[src/rtl/svm_seq_mac_engine_pkg.sv]
// Shared types, default widths and helpers for the sequential SVM MAC engine.
package svm_seq_mac_engine_pkg;

  typedef enum logic [1:0] {
    IDLE = 2'd0,
    LOAD = 2'd1,
    MAC  = 2'd2,
    DONE = 2'd3
  } state_t;

  localparam int N_FEATURES_DEF   = 34;
  localparam int FEAT_WIDTH_DEF   = 4;
  localparam int WEIGHT_WIDTH_DEF = 8;
  localparam int BIAS_WIDTH_DEF   = 12;
  localparam int ACC_WIDTH_DEF    = 20;
  localparam int N_CLASSES_DEF    = 6;

  // Signed weight times zero-extended unsigned feature.
  localparam int PROD_WIDTH = WEIGHT_WIDTH_DEF + FEAT_WIDTH_DEF + 1;

  // Ceiling log2, never below 1 so a single-entry counter still has a bit.
  function automatic int clog2(input int value);
    int r;
    int v;
    r = 0;
    v = value - 1;
    while (v > 0) begin
      r++;
      v = v >> 1;
    end
    return (r < 1) ? 1 : r;
  endfunction

endpackage

[src/rtl/svm_seq_mac_engine_mac_unit.sv]
// Combinational multiply-accumulate step: selects feature/weight idx and adds
// the full-precision signed product onto the running accumulator.
module svm_seq_mac_engine_mac_unit #(
  parameter int N_FEATURES   = 34,
  parameter int FEAT_WIDTH   = 4,
  parameter int WEIGHT_WIDTH = 8,
  parameter int ACC_WIDTH    = 20,
  parameter int IDX_WIDTH    = 6
) (
  input  logic [FEAT_WIDTH*N_FEATURES-1:0]   feat_i,
  input  logic [WEIGHT_WIDTH*N_FEATURES-1:0] weight_i,
  input  logic [IDX_WIDTH-1:0]               idx_i,
  input  logic signed [ACC_WIDTH-1:0]        acc_i,
  output logic signed [ACC_WIDTH-1:0]        acc_o
);

  localparam int PROD_W = WEIGHT_WIDTH + FEAT_WIDTH + 1;

  logic signed [WEIGHT_WIDTH-1:0] w_sel;
  logic [FEAT_WIDTH-1:0]          x_sel;
  logic signed [PROD_W-1:0]       prod;
  int                             sel;

  // Slice select, signed product, sign-extended accumulate.
  always_comb begin
    sel   = int'(idx_i);
    w_sel = weight_i[sel*WEIGHT_WIDTH +: WEIGHT_WIDTH];
    x_sel = feat_i[sel*FEAT_WIDTH +: FEAT_WIDTH];
    prod  = PROD_W'(w_sel) * PROD_W'($signed({1'b0, x_sel}));
    acc_o = acc_i + ACC_WIDTH'(prod);
  end

endmodule

[src/rtl/svm_seq_mac_engine.sv]
// Sequential binary-SVM evaluator: runs N_CLASSES-1 pairwise decisions per
// sample, one feature per cycle, against weights/bias supplied by the picker.
//
// state | meaning
// IDLE  | waiting for in_valid_i; features latched on acceptance
// LOAD  | accumulator seeded with bias, feature index cleared
// MAC   | one weight*feature product accumulated per cycle
// DONE  | svmready_o/w_class_o presented; next decision or back to IDLE
module svm_seq_mac_engine
  import svm_seq_mac_engine_pkg::*;
#(
  parameter int N_FEATURES   = N_FEATURES_DEF,
  parameter int FEAT_WIDTH   = FEAT_WIDTH_DEF,
  parameter int WEIGHT_WIDTH = WEIGHT_WIDTH_DEF,
  parameter int BIAS_WIDTH   = BIAS_WIDTH_DEF,
  parameter int ACC_WIDTH    = ACC_WIDTH_DEF,
  parameter int N_CLASSES    = N_CLASSES_DEF
) (
  input  logic                               clk,
  input  logic                               rst_n,
  input  logic                               in_valid_i,
  input  logic [FEAT_WIDTH*N_FEATURES-1:0]   features_i,
  input  logic [WEIGHT_WIDTH*N_FEATURES-1:0] weight_i,
  input  logic [BIAS_WIDTH-1:0]              bia_i,
  output logic                               busy_o,
  output logic                               w_class_o,
  output logic                               svmready_o,
  output logic                               sample_done_o
);

  localparam int IDX_WIDTH = clog2(N_FEATURES);
  localparam int DEC_WIDTH = clog2(N_CLASSES);
  localparam logic [IDX_WIDTH-1:0] IDX_LAST = IDX_WIDTH'(N_FEATURES - 1);
  localparam logic [DEC_WIDTH-1:0] DEC_LAST = DEC_WIDTH'(N_CLASSES - 2);

  state_t                           state_q;
  logic [FEAT_WIDTH*N_FEATURES-1:0] feat_q;
  logic signed [ACC_WIDTH-1:0]      acc_q;
  logic signed [ACC_WIDTH-1:0]      acc_d;
  logic [IDX_WIDTH-1:0]             idx_q;
  logic [DEC_WIDTH-1:0]             dec_cnt_q;
  logic                             busy_q;
  logic                             w_class_q;
  logic                             svmready_q;
  logic                             sample_done_q;
  logic signed [ACC_WIDTH-1:0]      bias_ext;

  assign bias_ext = ACC_WIDTH'($signed(bia_i));

  svm_seq_mac_engine_mac_unit #(
    .N_FEATURES   (N_FEATURES),
    .FEAT_WIDTH   (FEAT_WIDTH),
    .WEIGHT_WIDTH (WEIGHT_WIDTH),
    .ACC_WIDTH    (ACC_WIDTH),
    .IDX_WIDTH    (IDX_WIDTH)
  ) u_mac (
    .feat_i   (feat_q),
    .weight_i (weight_i),
    .idx_i    (idx_q),
    .acc_i    (acc_q),
    .acc_o    (acc_d)
  );

  // Sequencer: pulses are set on entry to DONE so they are high for exactly
  // the DONE cycle, and the picker sees them before the next LOAD reads bias.
  always_ff @(posedge clk or negedge rst_n) begin
    if (!rst_n) begin
      state_q       <= IDLE;
      feat_q        <= '0;
      acc_q         <= '0;
      idx_q         <= '0;
      dec_cnt_q     <= '0;
      busy_q        <= 1'b0;
      w_class_q     <= 1'b0;
      svmready_q    <= 1'b0;
      sample_done_q <= 1'b0;
    end else begin
      svmready_q    <= 1'b0;
      sample_done_q <= 1'b0;
      case (state_q)
        IDLE: begin
          if (in_valid_i) begin
            feat_q    <= features_i;
            dec_cnt_q <= '0;
            busy_q    <= 1'b1;
            state_q   <= LOAD;
          end
        end
        LOAD: begin
          acc_q   <= bias_ext;
          idx_q   <= '0;
          state_q <= MAC;
        end
        MAC: begin
          acc_q <= acc_d;
          idx_q <= idx_q + IDX_WIDTH'(1);
          if (idx_q == IDX_LAST) begin
            state_q       <= DONE;
            svmready_q    <= 1'b1;
            w_class_q     <= ~acc_d[ACC_WIDTH-1];
            sample_done_q <= (dec_cnt_q == DEC_LAST);
          end
        end
        DONE: begin
          dec_cnt_q <= dec_cnt_q + DEC_WIDTH'(1);
          if (dec_cnt_q == DEC_LAST) begin
            busy_q  <= 1'b0;
            state_q <= IDLE;
          end else begin
            state_q <= LOAD;
          end
        end
        default: state_q <= IDLE;
      endcase
    end
  end

  assign busy_o        = busy_q;
  assign w_class_o     = w_class_q;
  assign svmready_o    = svmready_q;
  assign sample_done_o = sample_done_q;

endmodule

[config.mk]
export PLATFORM = sky130hd
export DESIGN_NAME = svm_seq_mac_engine
export DESIGN_NICKNAME = d
export VERILOG_FILES = /design/src/rtl/svm_seq_mac_engine_pkg.sv /design/src/rtl/svm_seq_mac_engine_mac_unit.sv /design/src/rtl/svm_seq_mac_engine.sv
export SDC_FILE = /design/constraint.sdc
export NUM_CORES = 1
export LEC_CHECK = 0
export ABC_AREA = 1
export CORE_UTILIZATION = 52
export CTS_BUF_LIST = sky130_fd_sc_hd__clkbuf_4
export DETAILED_ROUTE_END_ITERATION = 8
export PLACE_DENSITY = 0.84
export SYNTH_ARGS = -nofsm -noshare
export SYNTH_HDL_FRONTEND = slang
export SYNTH_SLANG_ARGS = --single-unit
[constraint.sdc]
create_clock -name clk -period 13.2 [get_ports clk]
set_input_delay 3.96 -clock clk [delete_from_list [all_inputs] [get_ports clk]]
set_output_delay 3.96 -clock clk [all_outputs]
set_load 0.05 [all_outputs]
### M1 wires, run 1

Scale bar: 50 µm.
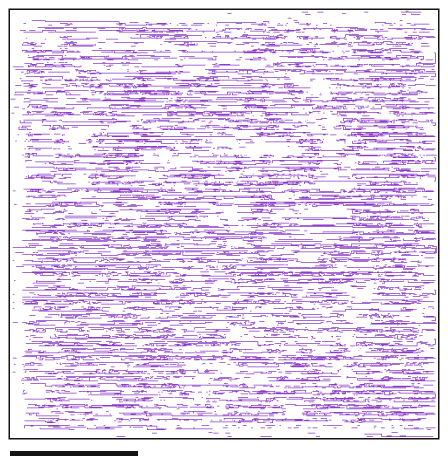
The longest straight run is 44.2 µm. The layer holds 40% of the routed length. The wires run mostly horizontal.
DRT Wirelength: 49800 µm
via count: 15400
met1 Use GR: 0.437

### Signal wires on met2, run 1

Scale bar: 50 µm. Cells faint in the background.
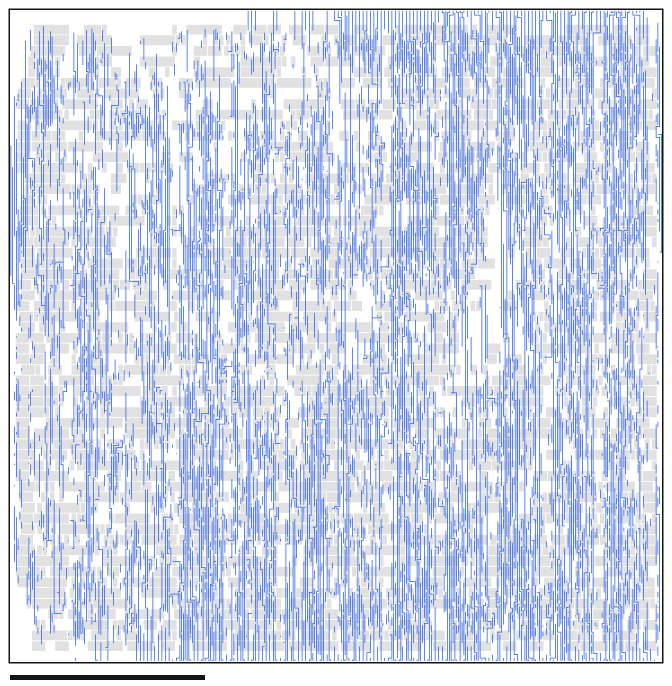
The longest straight run is 79.9 µm. The layer carries 24.6 mm of wire. The layer holds 49% of the routed length.

### Met3 routing, run 1

Scale bar: 50 µm. Cells faint in the background.
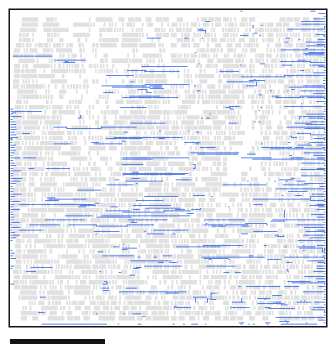
340 nets have wire on it. The layer carries 3260 µm of wire. The layer holds 6.5% of the routed length.

### The metal 4 layer, run 1

Scale bar: 50 µm.
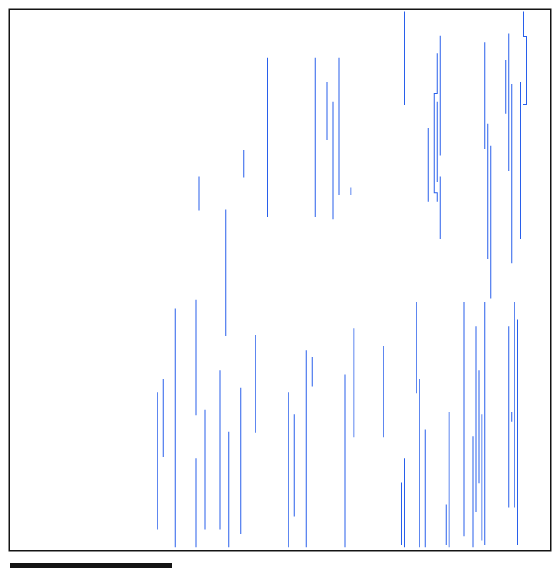
52 nets have wire on it. The longest straight run is 74.8 µm. The layer carries 2120 µm of wire.

==> notes.md, run 1 <==
fresh numbers from the pnr run: CTS tree done, crit path buf inv count 4, register area share after synthesis 0.303, signal buffers share of area 0.235, reg-to-reg startpoint idx_q[0], Critical Path End acc_q[19], antenna violations before repair 13, fillcell total roughly 2300, I/O pin total roughly 430, gr ovfl total 0, met2 wire len around 25000 µm, outcome finished, final reports clean, Sw Pwr ~0.73 mW, pre-CTS WS ~4.3 ns, Unique masters post-synth around 40, seq_cells between 150 and 200, vias in the first global route between 10000 and 15000, DRT Pass-1 Iters 6, crit path DRT around 14 ns, Worst-Margin Slew roughly 1.2 ns, Comb gate area 0.00799 mm², Clk pwr share 0.201, Crit Path Category primary input to flop, Max power group combinational cells, Flop pwr share 0.337, number of enable flip-flop cells 0, Buffers on Ports between 400 and 500, Post-DRT Antenna Nets 0, clock buf count 17, stages on the worst setup path 25, Pint 1.02 mW, Clock Path Buffers 2, Vias per Instance 5.20, Total Nets Final 3119, # resized after CTS 0, final RePlAce weighted congestion between 0.9 and 1, total design power ~1.8 mW, Worst Min Path Start feat_q[102], fin. max-slew vios 0, r2r worst-path depth 26, Crit path max-delay family adder cells, Post-Syn Nets around 2800
--- run 2 (diff from run 1) ---
--- a/config.mk
+++ b/config.mk
@@ -6,10 +6,10 @@
 export NUM_CORES = 1
 export LEC_CHECK = 0
 export ABC_AREA = 1
-export CORE_UTILIZATION = 52
+export CORE_UTILIZATION = 50
 export CTS_BUF_LIST = sky130_fd_sc_hd__clkbuf_4
 export DETAILED_ROUTE_END_ITERATION = 8
-export PLACE_DENSITY = 0.84
+export PLACE_DENSITY = 0.81
 export SYNTH_ARGS = -nofsm -noshare
 export SYNTH_HDL_FRONTEND = slang
 export SYNTH_SLANG_ARGS = --single-unit
==> constraint.sdc (replaced) <==
create_clock -name clk -period 8.4 [get_ports clk]
set_input_delay 2.52 -clock clk [delete_from_list [all_inputs] [get_ports clk]]
set_output_delay 2.52 -clock clk [all_outputs]
set_load 0.05 [all_outputs]
### The metal 4 layer, run 2

Scale bar: 50 µm.
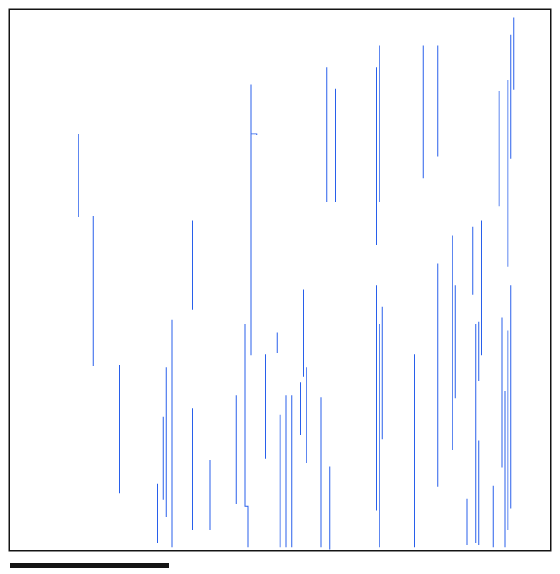
The longest straight run is 85.0 µm. The wires run mostly vertical.

==> notes.md, run 2 <==
fresh numbers from the pnr run: Crit path max-delay family adder cells (unchanged), clock buf count 17 (unchanged), DRT Wirelength 50100 µm (was 49800 µm), crit path buf inv count 5 (was 4), signal buffers share of area 0.236 (was 0.235), Buffers on Ports 426 (unchanged), Pint 1.58 mW (was 1.02 mW), Worst Min Path Start feat_q[42] (was feat_q[102]), Clock Pin Slew Worst Setup and Hold Paths 0.16 ns (was 0.18 ns), Crit Path Category primary input to flop (unchanged), antenna violations before repair 17 (was 13), Sw Pwr 1.11 mW (was 0.731 mW), Worst-Margin Slew 1.03 ns (was 1.16 ns), crit path DRT 8.99 ns (was 13.76 ns), r2r worst-path depth 26 (unchanged), via count 15300 (was 15400), fillcell total 2558 (was 2346), Post-DRT Antenna Nets 0 (unchanged), reg-to-reg startpoint idx_q[1] (was idx_q[0]), seq_cells 171 (unchanged), number of enable flip-flop cells 0 (unchanged), DRT Pass-1 Iters 6 (unchanged), met1 Use GR 0.418 (was 0.437), Clk pwr share 0.184 (was 0.201), stages on the worst setup path 27 (was 25), I/O pin total 427 (unchanged), Post-Syn Nets 2772 (unchanged), outcome finished, final reports clean (unchanged), met2 wire len 24700 µm (was 24600 µm), Max power group combinational cells (unchanged), CTS tree done (unchanged), pre-CTS WS 0.865 ns (was 4.28 ns), total design power 2.69 mW (was 1.75 mW), final RePlAce weighted congestion 0.930 (was 0.949), Critical Path End acc_q[19] (unchanged), Unique masters post-synth 40 (unchanged), # resized after CTS 0 (unchanged), gr ovfl total 0 (unchanged), fin. max-slew vios 0 (unchanged), vias in the first global route 14500 (was 14700), Comb gate area 0.00799 mm² (unchanged)
--- run 3 (diff from run 2) ---
==> constraint.sdc (replaced) <==
create_clock -name clk -period 6.8 [get_ports clk]
set_input_delay 2.04 -clock clk [delete_from_list [all_inputs] [get_ports clk]]
set_output_delay 2.04 -clock clk [all_outputs]
set_load 0.05 [all_outputs]
### Signal wires on met2, run 3

Scale bar: 50 µm. Cells faint in the background.
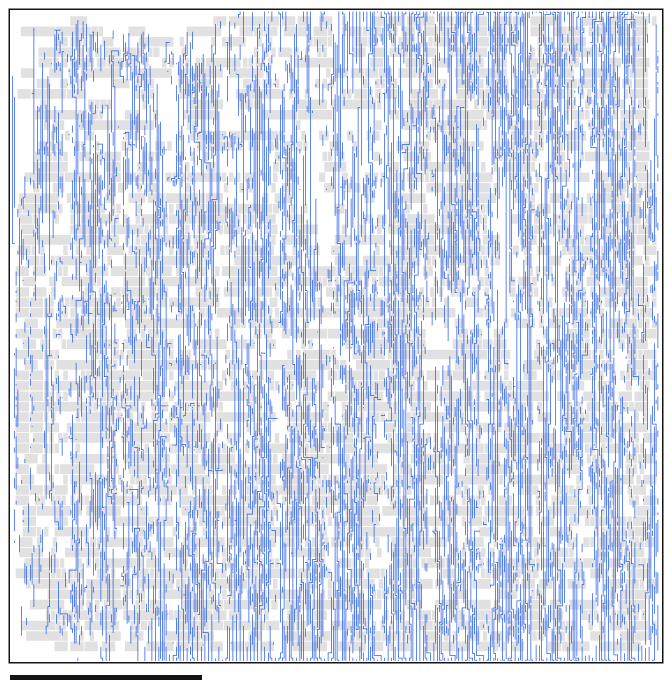
2392 nets have wire on it. The layer carries 24.4 mm of wire. The longest straight run is 78.7 µm.

==> notes.md, run 3 <==
fresh numbers from the pnr run: outcome finished, final reports clean (unchanged), Post-DRT Antenna Nets 0 (unchanged), pre-CTS WS -0.0608 ns (was 0.865 ns), fillcell total 2585 (was 2558), # resized after CTS 0 (unchanged), post-route clock skew 0.0284 ns (was 0.0244 ns), Clock Pin Slew Worst Setup and Hold Paths 0.16 ns (about the same), Post-DP HPWL 38500 µm (was 38000 µm), DRT Pass-1 Iters 5 (was 6), total design power 3.34 mW (was 2.69 mW), Placed Cells 2976 (was 2967), Max power group combinational cells (unchanged), Worst-Margin Slew 1.06 ns (was 1.03 ns), met1 Use GR 0.425 (was 0.418), via count 15400 (was 15300), Buffers on Ports 426 (unchanged), fin. max-slew vios 0 (unchanged), cycle use final 0.909, final RePlAce weighted congestion 0.954 (was 0.930), crit path buf inv count 5 (unchanged), Total Nets Final 3130 (was 3121), Flop pwr share 0.344 (was 0.347), r2r worst-path depth 24 (was 26), Multi-input comb cells 1667 (unchanged), Critical Path End acc_q[19] (unchanged), gr ovfl total 0 (unchanged), final cell count without fillers 3024 (was 3017), Post-Syn Nets 2772 (unchanged), register area share after synthesis 0.303 (unchanged), ao+oa area frac 0.0714 (unchanged), CTS tree done (unchanged), antenna violations before repair 16 (was 17), crit path DRT 7.36 ns (was 8.99 ns), reg-to-reg startpoint idx_q[1] (unchanged), seq_cells 171 (unchanged), stages on the worst setup path 27 (unchanged), Clk pwr share 0.189 (was 0.184), Unique masters post-synth 40 (unchanged), DRT Wirelength 50200 µm (was 50100 µm), Worst Min Path Start feat_q[7] (was feat_q[42]), vias in the first global route 14800 (was 14500), signal buffers share of area 0.239 (was 0.236), Vias per Instance 5.10 (was 5.07), Pint 1.96 mW (was 1.58 mW), I/O pin total 427 (unchanged), met2 wire len 24400 µm (was 24700 µm), number of enable flip-flop cells 0 (unchanged), Comb gate area 0.00799 mm² (unchanged), FA/HA/MAJ Cells, Area Fraction 0.102 (unchanged)
Power figures rest on the tool's default switching activity, not on a simulated workload.
